## src/rtl/elevator_scheduler_if.sv

```systemverilog
// Handshake bundle between the elevator scheduler and its button panel / floor machine.
// The door_hold signal exists only when SCHED_DOOR_HOLD_EN is defined.
interface elevator_scheduler_if;
    logic [3:0] call_btn;
    logic [1:0] current_floor;
`ifdef SCHED_DOOR_HOLD_EN
    logic       door_hold;
`endif
    logic       stop_go;
    logic       up_down;
    logic       door_open;
    logic [3:0] pending;
    logic       busy;

`ifdef SCHED_DOOR_HOLD_EN
    modport master (
        output call_btn, current_floor, door_hold,
        input  stop_go, up_down, door_open, pending, busy
    );
    modport slave (
        input  call_btn, current_floor, door_hold,
        output stop_go, up_down, door_open, pending, busy
    );
`else
    modport master (
        output call_btn, current_floor,
        input  stop_go, up_down, door_open, pending, busy
    );
    modport slave (
        input  call_btn, current_floor,
        output stop_go, up_down, door_open, pending, busy
    );
`endif
endinterface

```

## src/rtl/elevator_scheduler.sv

```systemverilog
// SCAN request scheduler driving a 4-floor car-position machine one floor step at a time.
// Optional door-hold extension of the dwell is enabled by defining SCHED_DOOR_HOLD_EN.
module elevator_scheduler #(
    parameter int DOOR_CYCLES = 8
) (
    input logic                 CLK,
    input logic                 RST,
    elevator_scheduler_if.slave bus
);
    typedef enum logic [1:0] {IDLE, STEP, CHECK, DOOR} state_t;

    localparam logic [7:0] DWELL_LOAD = 8'(DOOR_CYCLES - 1);

    state_t     state;
    logic       dir;
    logic [7:0] cnt;
    logic [3:0] pend;

    logic [3:0] here;
    logic [3:0] above_mask;
    logic [3:0] below_mask;
    logic [3:0] btn_eff;
    logic [3:0] clr;
    logic       any_above;
    logic       any_below;
    logic       ahead;
    logic       at_here;
    logic       enter_door;
    logic       hold;

    always_comb begin
        here       = 4'b0001 << bus.current_floor;
        above_mask = 4'b0000;
        below_mask = 4'b0000;
        case (bus.current_floor)
            2'd0: begin above_mask = 4'b1110; below_mask = 4'b0000; end
            2'd1: begin above_mask = 4'b1100; below_mask = 4'b0001; end
            2'd2: begin above_mask = 4'b1000; below_mask = 4'b0011; end
            2'd3: begin above_mask = 4'b0000; below_mask = 4'b0111; end
            default: begin above_mask = 4'b0000; below_mask = 4'b0000; end
        endcase
    end

    assign any_above  = |(pend & above_mask);
    assign any_below  = |(pend & below_mask);
    assign ahead      = dir ? any_above : any_below;
    assign at_here    = |(pend & here);
    assign enter_door = at_here && ((state == IDLE) || (state == CHECK));
    // A call for the floor the door is already open at is served by this dwell.
    assign btn_eff    = bus.call_btn & ~((state == DOOR) ? here : 4'b0000);
    assign clr        = enter_door ? here : 4'b0000;

`ifdef SCHED_DOOR_HOLD_EN
    assign hold = bus.door_hold;
`else
    assign hold = 1'b0;
`endif

    assign bus.pending = pend;
    assign bus.up_down = dir;

    always_ff @(posedge CLK) begin
        if (RST) begin
            state         <= IDLE;
            dir           <= 1'b1;
            cnt           <= 8'd0;
            pend          <= 4'b0000;
            bus.stop_go   <= 1'b1;
            bus.door_open <= 1'b0;
            bus.busy      <= 1'b0;
        end else begin
            pend <= (pend | btn_eff) & ~clr;
            case (state)
                IDLE: begin
                    if (at_here) begin
                        state         <= DOOR;
                        cnt           <= DWELL_LOAD;
                        bus.door_open <= 1'b1;
                        bus.busy      <= 1'b1;
                    end else if (|pend) begin
                        // SCAN: keep heading while work lies ahead, otherwise reverse.
                        dir         <= dir ? any_above : ~any_below;
                        state       <= STEP;
                        bus.stop_go <= 1'b0;
                        bus.busy    <= 1'b1;
                    end
                end
                STEP: begin
                    state       <= CHECK;
                    bus.stop_go <= 1'b1;
                end
                CHECK: begin
                    if (at_here) begin
                        state         <= DOOR;
                        cnt           <= DWELL_LOAD;
                        bus.door_open <= 1'b1;
                    end else if (ahead) begin
                        state       <= STEP;
                        bus.stop_go <= 1'b0;
                    end else begin
                        state    <= IDLE;
                        bus.busy <= 1'b0;
                    end
                end
                DOOR: begin
                    if (hold) begin
                        cnt <= DWELL_LOAD;
                    end else if (cnt == 8'd0) begin
                        state         <= IDLE;
                        bus.door_open <= 1'b0;
                        bus.busy      <= 1'b0;
                    end else begin
                        cnt <= cnt - 8'd1;
                    end
                end
                default: begin
                    state         <= IDLE;
                    bus.stop_go   <= 1'b1;
                    bus.door_open <= 1'b0;
                    bus.busy      <= 1'b0;
                end
            endcase
        end
    end
endmodule

```

## src/flat_wrapper.sv

```systemverilog
// flat-port wrapper written by rule: the top's interface ports become plain ports
module elevator_scheduler_flat 
#(
    parameter int DOOR_CYCLES = 8
)
  (CLK, RST, bus_call_btn, bus_current_floor, bus_stop_go, bus_up_down, bus_door_open, bus_pending, bus_busy);
  elevator_scheduler_if bus_i ();
  input logic CLK;
  input logic RST;
  input wire logic [$bits(bus_i.call_btn)-1:0] bus_call_btn;
  input wire logic [$bits(bus_i.current_floor)-1:0] bus_current_floor;
  output wire logic [$bits(bus_i.stop_go)-1:0] bus_stop_go;
  output wire logic [$bits(bus_i.up_down)-1:0] bus_up_down;
  output wire logic [$bits(bus_i.door_open)-1:0] bus_door_open;
  output wire logic [$bits(bus_i.pending)-1:0] bus_pending;
  output wire logic [$bits(bus_i.busy)-1:0] bus_busy;
  assign bus_i.call_btn = bus_call_btn;
  assign bus_i.current_floor = bus_current_floor;
  assign bus_stop_go = bus_i.stop_go;
  assign bus_up_down = bus_i.up_down;
  assign bus_door_open = bus_i.door_open;
  assign bus_pending = bus_i.pending;
  assign bus_busy = bus_i.busy;
  elevator_scheduler #(.DOOR_CYCLES(DOOR_CYCLES)) u_core (.CLK(CLK), .RST(RST), .bus(bus_i));
endmodule
```

## config.mk

```make
export PLATFORM = sky130hd
export DESIGN_NAME = elevator_scheduler_flat
export DESIGN_NICKNAME = d
export VERILOG_FILES = /design/src/rtl/elevator_scheduler_if.sv /design/src/rtl/elevator_scheduler.sv /design/src/flat_wrapper.sv
export SDC_FILE = /design/constraint.sdc
export NUM_CORES = 1
export LEC_CHECK = 0
export CORE_MARGIN = 3
export CORE_UTILIZATION = 47
export CTS_CLUSTER_SIZE = 8
export DETAILED_ROUTE_END_ITERATION = 8
export PLACE_DENSITY = 0.8
export SYNTH_ARGS = -nofsm -noshare
export SYNTH_HDL_FRONTEND = slang
export SYNTH_SLANG_ARGS = --single-unit
```

## constraint.sdc

```tcl
create_clock -name CLK -period 1.8 [get_ports CLK]
set_input_delay 0.36 -clock CLK [delete_from_list [all_inputs] [get_ports CLK]]
set_output_delay 0.36 -clock CLK [all_outputs]
set_load 0.02 [all_outputs]
```

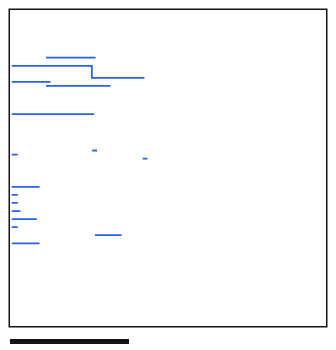
(metal 3)
Scale bar: 20 um.
- main direction: horizontal
- nets with wire on the layer: 14
- wire length on this layer: 83.7 um
- longest straight run: 13.6 um
detailed-route wire length: 2.59 mm
vias after detailed routing: 1033
Global Route met3 Usage: 3.10%

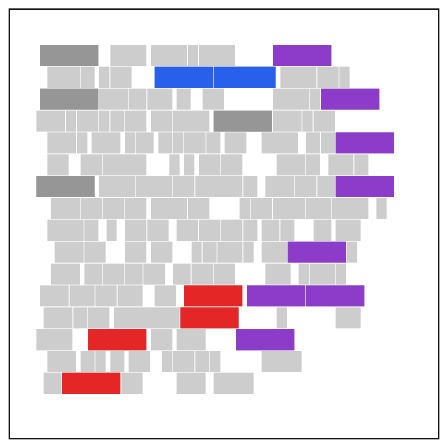
(sequential cells grouped by signal name)
- purple: u_core.cnt (sequential cells 8)
- blue: u_core.state (sequential cells 2)
- red: u_core.bus.pending (sequential cells 4)
- not colored: 4
area taken by flip-flops and latches: 362 um^2
post-layout util: 70.4%
sequential share of cell area: 25.2%
seq pwr: 0.000678 W

Yosys cell counts (2+ instances only):
cell type,count
sky130_fd_sc_hd__dfxtp_1,18
sky130_fd_sc_hd__nor2_1,15
sky130_fd_sc_hd__a21oi_1,12
sky130_fd_sc_hd__a211oi_1,8
sky130_fd_sc_hd__ha_1,6
sky130_fd_sc_hd__inv_1,5
sky130_fd_sc_hd__xor2_1,5
sky130_fd_sc_hd__nand2_1,4
sky130_fd_sc_hd__nor2b_1,4
sky130_fd_sc_hd__clkbuf_1,3
sky130_fd_sc_hd__nand3_1,3
sky130_fd_sc_hd__nand4_1,3
sky130_fd_sc_hd__a221oi_1,2
sky130_fd_sc_hd__a311oi_1,2
sky130_fd_sc_hd__buf_6,2
sky130_fd_sc_hd__mux2i_1,2
sky130_fd_sc_hd__nor3b_1,2
sky130_fd_sc_hd__nor4_1,2
sky130_fd_sc_hd__o211ai_1,2
sky130_fd_sc_hd__o21a_1,2
sky130_fd_sc_hd__o21ai_0,2
area by class of cell:
class                           count  area share [%]
Sequential cell                    18            25.2
Inverter                            5            1.31
Multi-Input combinational cell     92            47.5
Tap cell                           27            2.35
Clock buffer                        4            2.52
Timing Repair Buffer               35            21.1
power breakdown:
part	switching [W]	leakage, nW	internal (W)	total [W]
logic	0.000730	0.441	0.000722	0.00145
clock network	0.000120	0.0210	0.000123	0.000243
registers	0.000134	0.149	0.000544	0.000678
total	0.000985	0.612	0.00139	0.00237
cells by family after synthesis:
group,synth area share [%]
DFF,34.3
and+or+nand+nor,20.3
AOI/OAI and AO/OA,25.0
adders and majority gates,7.15
buffers and inverters,5.01
muxes,4.05
xor gates and xnor gates,4.17
what timing repair did:
item,in CTS,in global routing
resized,3,9
buffers inserted,0,0
endpoints found under the setup margin,11,13
endpoints found under the hold margin,0,0
pin swaps,1,1
==> results_slide.txt <==
Implementation Results

Synthesis
  – Post-synthesis cell count: 120
  – Syn. warnings: 0
  – Largest type area fraction: 34.3%
  – Avg Cell Area, Syn: slightly below 9 um^2
  – Top cells by area in the synthesized netlist: sky130_fd_sc_hd__dfxtp_1 34%, sky130_fd_sc_hd__ha_1 7.2%, sky130_fd_sc_hd__a21oi_1 5.7%, sky130_fd_sc_hd__a211oi_1 5.7%, sky130_fd_sc_hd__nor2_1 5.4%
  – Top cell type by total area after synthesis: sky130_fd_sc_hd__dfxtp_1
  – Most common reg cell: sky130_fd_sc_hd__dfxtp_1
  – Number of storage elements in the synthesis netlist: 18
  – Register area share after synthesis: roughly a third
  – Yosys-reported design area after synthesis: roughly 1000 um^2
  – Total standard cell area after synthesis: roughly 1000 um^2
  – Cell Type Count: 37

Final layout
  – Fraction of final layout cells with drive strength greater than 1: between 20% and 30%
  – Net total in the final layout: 169
  – Number of fill cells: 165
  – Most common logic cell in the routed design: sky130_fd_sc_hd__buf_4
  – Post-route design area: 1440 um^2
  – Logic area: 683 um^2
  – Dominant logic cell types in the final layout: 20 x sky130_fd_sc_hd__buf_4, 17 x sky130_fd_sc_hd__dfxtp_1, 15 x sky130_fd_sc_hd__nor2_1
  – Area growth from synthesis to layout: 36.9%

Die
  – Number of rows in the core area: 16
  – Starting density of the core: 51.4%
  – Floorplan die area: 2840 um^2
  – IO Pins: 16
  – Core box area: between 2000 and 2500 um^2
  – Horizontal extent of the die: 53.3 um

Timing
  – Hold Violations, Final: 0
  – Fraction of the cycle the final worst path needs: a little under 100%
  – Post-Route Hold Slack: 0.487 ns
  – Worst setup skew after layout: 0.00896 ns
  – Slew headroom: 68.9%
  – Final sum of negative setup slack: 0 ns
  – Fmax: roughly 570 MHz
  – Minimum clock period: 1.74 ns

Routing
  – Met1 routed wirelength after detailed routing: roughly 1.1 mm
  – First-pass DRT Iterations: 6
  – Wire length on met3: slightly above 80 um
  – Via-per-instance ratio: 5.71
  – Highest routing layer actually used: met4
  – Violation count after the first detailed-routing iteration: 12
  – Number of routed nets with antenna violations: 0
  – Total met2 wirelength after detailed routing: approximately 1.4 mm

Flow run
  – Number of maximum-capacitance violations: 0
  – Number of warnings the tools reported: 31

Placed design
  – Dpl cells: approximately 180
  – Setup slack at placement: -0.450 ns
  – Detailed Place HPWL: 1.86 mm
  – Placed inst area: 1360 um^2

Setup path
  – Data arrival time at the worst-slack endpoint: 1.38 ns
  – List of cells traversed by the critical path: buf_4 -> clkdlybuf4s50_1
  – Worst setup path startpoint: u_core.bus.pending[2]
  – Critical Path Source Type: flop
  – Critical Path End Type: output port
  – CP peak stage delay: around 0.6 ns
  – Cell with the biggest individual delay on the critical path: sky130_fd_sc_hd__clkdlybuf4s50_1
  – Worst Reg2Reg Path Length in Cells: 4
  – Number of cells on the critical path: 2
  – Terminus of the critical flop-to-flop path: u_core.bus.up_down
  – Cell family with the largest share of critical-path delay: buffers and inverters
  – Worst path buffer plus inverter count: 2
  – Critical R2R Launch: u_core.bus.pending[0]
  – Crit Path Category: reg2out
  – Setup crit end: bus_pending[2]
  – Worst Path Required: 1.44 ns

GRT
  – Antenna violations before repair: 0
  – Pin count of the biggest net entering global routing: 13
  – Final global-route overflow total: 0
  – Layer with the highest usage: met2
  – Met2 global-route usage: between 30 and 40%

Power
  – Total power of the final layout: 0.00237 W

Clock tree
  – Sinks on Clock Net: 18
  – Buffer levels on the longest clock path: 2
  – Insertion delay to the later sink of the worst-skew pair: 0.28 ns

Hold path
  – Worst min path class: reg2reg
  – Hold worst-path end: u_core.bus.door_open

Run status
  – Result of the run: finished, final reports clean
Power and IR drop assume default switching activity.
